--- config.mk ---
export PLATFORM = sky130hd
export DESIGN_NAME = bp_perf_counters
export DESIGN_NICKNAME = d
export VERILOG_FILES = /design/src/rtl/bp_perf_counters.sv
export SDC_FILE = /design/constraint.sdc
export NUM_CORES = 1
export LEC_CHECK = 0
export ABC_AREA = 1
export CAP_MARGIN = 10
export CELL_PAD_IN_SITES_DETAIL_PLACEMENT = 0
export CELL_PAD_IN_SITES_GLOBAL_PLACEMENT = 1
export CORE_MARGIN = 3
export CORE_UTILIZATION = 39
export CTS_BUF_LIST = sky130_fd_sc_hd__clkbuf_16
export CTS_CLUSTER_DIAMETER = 200
export DETAILED_ROUTE_END_ITERATION = 16
export PLACE_DENSITY_LB_ADDON = 0.1
export RECOVER_POWER = 50
export SYNTH_ARGS = -nofsm -noshare
export SYNTH_HDL_FRONTEND = slang
export SYNTH_SLANG_ARGS = --single-unit
export TNS_END_PERCENT = 20
--- constraint.sdc ---
create_clock -name clk -period 3.1 [get_ports clk]
set_input_delay 0.62 -clock clk [delete_from_list [all_inputs] [get_ports clk]]
set_output_delay 0.62 -clock clk [all_outputs]
set_load 0.005 [all_outputs]
--- src/rtl/bp_perf_counters.sv ---
// Branch-prediction performance monitor: branch/jump/mispredict counters, a
// sliding-window accuracy count over the last DEPTH resolutions, and a read-and-clear snapshot.
module bp_perf_counters #(
  parameter int CNT_WIDTH = 32,
  parameter int DEPTH     = 64,
  parameter bit SATURATE  = 1'b1
) (
  input  logic                         clk,
  input  logic                         rst,
  input  logic                         load,
  input  logic                         is_branch,
  input  logic                         is_jump,
  input  logic                         misprediction,
  input  logic                         clear,
  input  logic                         snap_req,
  input  logic                         snap_ack,
  output logic [CNT_WIDTH-1:0]         num_branch,
  output logic [CNT_WIDTH-1:0]         num_jump,
  output logic [CNT_WIDTH-1:0]         num_mispred_branch,
  output logic [CNT_WIDTH-1:0]         num_mispred_jump,
  output logic [CNT_WIDTH-1:0]         num_correct,
  output logic [$clog2(DEPTH+1)-1:0]   win_correct,
  output logic [$clog2(DEPTH+1)-1:0]   win_fill,
  output logic                         snap_valid,
  output logic [CNT_WIDTH-1:0]         snap_predictions,
  output logic [CNT_WIDTH-1:0]         snap_correct,
  output logic                         overflow,
  output logic                         orphan_mispred
);

  localparam int WW = $clog2(DEPTH+1);
  localparam logic [WW-1:0] DEPTH_W = WW'(DEPTH);

  typedef logic [CNT_WIDTH-1:0] cnt_t;

  function automatic cnt_t cnt_inc(input cnt_t v);
    if (&v) return SATURATE ? v : '0;
    return v + cnt_t'(1);
  endfunction

  function automatic cnt_t cnt_add(input cnt_t a, input cnt_t b);
    logic [CNT_WIDTH:0] s;
    s = {1'b0, a} + {1'b0, b};
    if (s[CNT_WIDTH] && SATURATE) return '1;
    return s[CNT_WIDTH-1:0];
  endfunction

  cnt_t num_branch_q, num_branch_d;
  cnt_t num_jump_q, num_jump_d;
  cnt_t num_mispred_branch_q, num_mispred_branch_d;
  cnt_t num_mispred_jump_q, num_mispred_jump_d;
  cnt_t num_correct_q, num_correct_d;
  cnt_t snap_predictions_q, snap_predictions_d;
  cnt_t snap_correct_q, snap_correct_d;
  logic [DEPTH-1:0] hist_q, hist_d;
  logic [WW-1:0]    win_fill_q, win_fill_d;
  logic [WW-1:0]    win_correct_q, win_correct_d;
  logic snap_valid_q, snap_valid_d;
  logic overflow_q, overflow_d;
  logic orphan_q, orphan_d;

  logic ev, ev_branch, ev_jump, orphan_ev, ovf_hit, hit_bit, evict_bit, capture;

  always_comb begin
    num_branch_d         = num_branch_q;
    num_jump_d           = num_jump_q;
    num_mispred_branch_d = num_mispred_branch_q;
    num_mispred_jump_d   = num_mispred_jump_q;
    num_correct_d        = num_correct_q;
    hist_d               = hist_q;
    win_fill_d           = win_fill_q;
    win_correct_d        = win_correct_q;
    overflow_d           = overflow_q;
    orphan_d             = orphan_q;
    ovf_hit              = 1'b0;

    // A jump takes precedence when both class flags are raised.
    ev        = load & (is_branch | is_jump);
    ev_jump   = ev & is_jump;
    ev_branch = ev & ~is_jump;
    orphan_ev = load & misprediction & ~is_branch & ~is_jump;
    hit_bit   = ~misprediction;
    evict_bit = (win_fill_q == DEPTH_W) ? hist_q[DEPTH-1] : 1'b0;

    if (clear) begin
      num_branch_d         = '0;
      num_jump_d           = '0;
      num_mispred_branch_d = '0;
      num_mispred_jump_d   = '0;
      num_correct_d        = '0;
      hist_d               = '0;
      win_fill_d           = '0;
      win_correct_d        = '0;
      overflow_d           = 1'b0;
      orphan_d             = 1'b0;
    end else begin
      if (ev_branch) begin
        num_branch_d = cnt_inc(num_branch_q);
        ovf_hit      = ovf_hit | (&num_branch_q);
        if (misprediction) begin
          num_mispred_branch_d = cnt_inc(num_mispred_branch_q);
          ovf_hit              = ovf_hit | (&num_mispred_branch_q);
        end
      end
      if (ev_jump) begin
        num_jump_d = cnt_inc(num_jump_q);
        ovf_hit    = ovf_hit | (&num_jump_q);
        if (misprediction) begin
          num_mispred_jump_d = cnt_inc(num_mispred_jump_q);
          ovf_hit            = ovf_hit | (&num_mispred_jump_q);
        end
      end
      if (ev && !misprediction) begin
        num_correct_d = cnt_inc(num_correct_q);
        ovf_hit       = ovf_hit | (&num_correct_q);
      end
      // Window: newest outcome enters at bit 0, oldest leaves from the top once full.
      if (ev) begin
        hist_d        = {hist_q[DEPTH-2:0], hit_bit};
        win_correct_d = win_correct_q + WW'(hit_bit) - WW'(evict_bit);
        if (win_fill_q != DEPTH_W) win_fill_d = win_fill_q + WW'(1);
      end
      overflow_d = overflow_q | ovf_hit;
      orphan_d   = orphan_q | orphan_ev;
    end
  end

  always_comb begin
    snap_predictions_d = snap_predictions_q;
    snap_correct_d     = snap_correct_q;
    snap_valid_d       = snap_valid_q;
    // Capture sees pre-edge counters, so a same-cycle clear yields read-and-clear.
    capture = snap_req & (~snap_valid_q | snap_ack);
    if (capture) begin
      snap_predictions_d = cnt_add(num_branch_q, num_jump_q);
      snap_correct_d     = num_correct_q;
      snap_valid_d       = 1'b1;
    end else if (snap_valid_q && snap_ack) begin
      snap_valid_d = 1'b0;
    end
  end

  always_ff @(posedge clk) begin
    if (rst) begin
      num_branch_q         <= '0;
      num_jump_q           <= '0;
      num_mispred_branch_q <= '0;
      num_mispred_jump_q   <= '0;
      num_correct_q        <= '0;
      hist_q               <= '0;
      win_fill_q           <= '0;
      win_correct_q        <= '0;
      overflow_q           <= 1'b0;
      orphan_q             <= 1'b0;
      snap_predictions_q   <= '0;
      snap_correct_q       <= '0;
      snap_valid_q         <= 1'b0;
    end else begin
      num_branch_q         <= num_branch_d;
      num_jump_q           <= num_jump_d;
      num_mispred_branch_q <= num_mispred_branch_d;
      num_mispred_jump_q   <= num_mispred_jump_d;
      num_correct_q        <= num_correct_d;
      hist_q               <= hist_d;
      win_fill_q           <= win_fill_d;
      win_correct_q        <= win_correct_d;
      overflow_q           <= overflow_d;
      orphan_q             <= orphan_d;
      snap_predictions_q   <= snap_predictions_d;
      snap_correct_q       <= snap_correct_d;
      snap_valid_q         <= snap_valid_d;
    end
  end

  assign num_branch         = num_branch_q;
  assign num_jump           = num_jump_q;
  assign num_mispred_branch = num_mispred_branch_q;
  assign num_mispred_jump   = num_mispred_jump_q;
  assign num_correct        = num_correct_q;
  assign win_correct        = win_correct_q;
  assign win_fill           = win_fill_q;
  assign snap_valid         = snap_valid_q;
  assign snap_predictions   = snap_predictions_q;
  assign snap_correct       = snap_correct_q;
  assign overflow           = overflow_q;
  assign orphan_mispred     = orphan_q;

endmodule

### Placed cells, one colour a class

The bar under the picture is 50 um long.
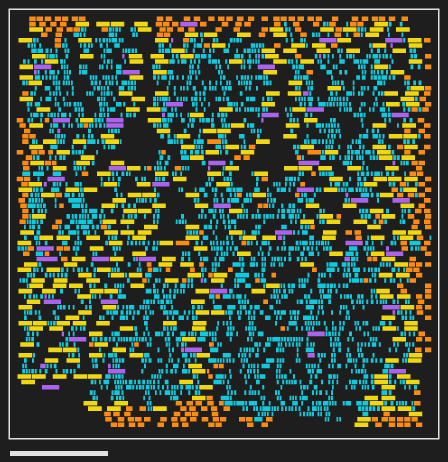
- clock drivers and dummy loads: purple (cells 65; share of their area 5.3%)
- all other logic: cyan (cells 2372; share of their area 52%)
- flops: yellow (cells 305; share of their area 29%)
- other buffers and delay cells: orange (cells 299; share of their area 14%)

### Logic cells by family

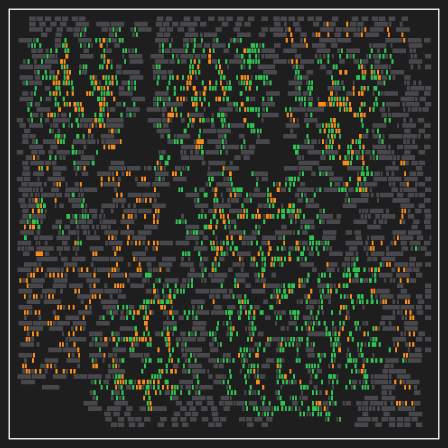
- NOR gates: orange (cells 547; most used nor2_1; where widely spread)
- NAND gates: green (cells 986; most used nand2_1; where widely spread)
tally of non-filler cells in the final layout: 3633
most used logic cell in the final layout: sky130_fd_sc_hd__nand2_1
proportion of cell area occupied by multi-input gates: 0.457

### Register map, names as in the netlist

The bar under the picture is 50 um long. Other sequential cells in the stronger grey, the rest of the logic in the fainter grey.
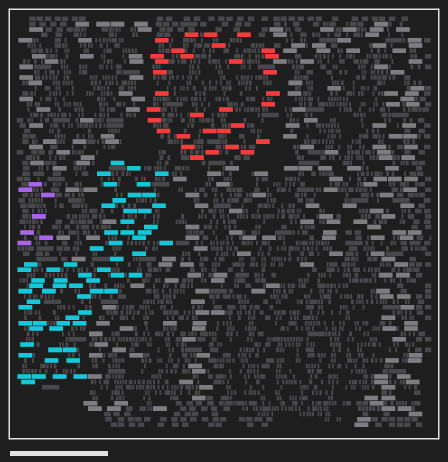
- `win_fill`: purple (sequential cells 7; where west)
- `num_mispred_branch`: red (sequential cells 32; where north)
- `hist_q`: cyan (sequential cells 64)

### Routing congestion map

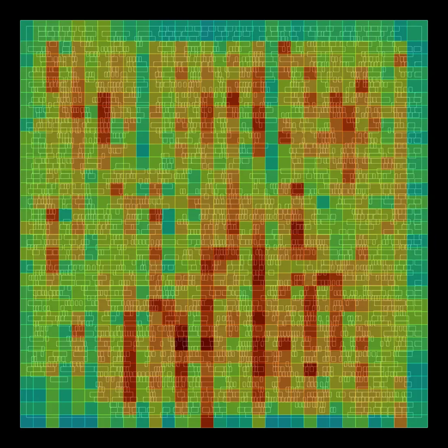
Core Util, Final: 0.495
routing layer with the top usage in global route: met2
fraction of met1 tracks used by global routing: 0.323
Global Route met2 Usage: 0.386
global-route usage over all layers: 0.239

### Routed metal, one colour a layer

The bar under the picture is 50 um long. Two of the layers only.
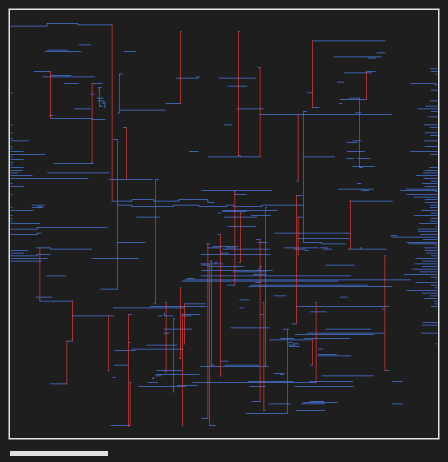
- met3: blue (wire length 3650 um)
- met4: red (wire length 1890 um)
final wirelength: 58400 um
total number of vias: 17992
routed length per instance: 16.1 um

==> run summary <==
Figures from the implementation reports.

- The flow ran to the end, and the final reports show no timing, DRC or antenna violations.
- Per report_power, the top consumer among the power groups is clock.
- The capturing point of the worst reg2reg path reads num_jump[6].
- In this run the static leakage power is 9.02 nW.
- The I/O pin total is 250.
- For this run the detailed placement stage logged an HPWL of 44700 um.
- The worst path required time reads 3.57 ns.
- The TritonCTS clock tree is done.
- The final non-filler cell area reads 21900 um2.
- The worst VDD IR drop from the latest analysis is 0.390 mV.
- The power density relative to cell area is 397 nW/um2.
- The number of nets produced by synthesis is 2822.
- The height of the die is 218 um.
- The report lists the number of cells resized after CTS as 0.
- The violation tally recorded at the end of detailed-routing iteration 0 is 1265.
- The area of the multi-input gates reads 10000 um2.
- On the final layout, the worst hold slack is 0.465 ns.
- The final number of max-transition violations is 0.
- The register with the most flip-flops reads hist_q.
- Per the placement report, the placed cell count is 3568.
- The mean instance size in the synthesized netlist reads 6.34 um2.
- The share of the clock period used by the worst path reads 0.840.
- The H-tree was split into 2 levels.
- The core region is 44300 um2.
- The fraction of power consumed by combinational cells reads 0.063.
- In the layout the commonest cells are 841 x sky130_fd_sc_hd__nand2_1, 451 x sky130_fd_sc_hd__nor2_1, 305 x sky130_fd_sc_hd__dfxtp_1, 274 x sky130_fd_sc_hd__inv_1, 196 x sky130_fd_sc_hd__a21oi_1.
- The number of nets in the layout reads 3071.
- Setup repair after global routing left no endpoint under its margin.
- The routing usage on met3 reads 0.0419.
- The launch point of the worst min-delay path is recorded as orphan_mispred.
- The transition time of the tightest slew-check pin is 1.38 ns.
- The final-layout setup total negative slack is 0 ns.
- The power drawn by the combinational cells reads 0.548 mW.
- Per the synthesis report, the dominant area consumer among library cells is sky130_fd_sc_hd__dfxtp_1.
- Of the post-synthesis cell area, the dominant cell type holds 0.348.
- The most critical setup path has its endpoint at num_jump[6].
- The power in sequential cells is 4.05 mW.
- According to the CTS report, the clock sink count is 305.
- The pin count of the biggest net entering global routing reads 106.
- The category of the worst setup path capture point reads a flip-flop.
- The highest cell delay on the worst timing path reads 0.47 ns.
- The number of buffers inserted by hold repair at cts reads 0.
- The routed length on met2 reads 26000 um.
- The time the worst path needs with I/O delays and setup is 2.61 ns.
- Of the total power, registers draw 0.465.
- The remaining design rule violation count reads 0.
- After synthesis, the cell types taking the most area are sky130_fd_sc_hd__dfxtp_1 35%, sky130_fd_sc_hd__nand2_1 18%, sky130_fd_sc_hd__nor2_1 9.7%.
- The cell depth of the worst flop-to-flop path is 11.
- The register area is 6110 um2.
- The layout buffering overhead excluding clock cells reads 0.132.
Power and IR drop assume default switching activity.
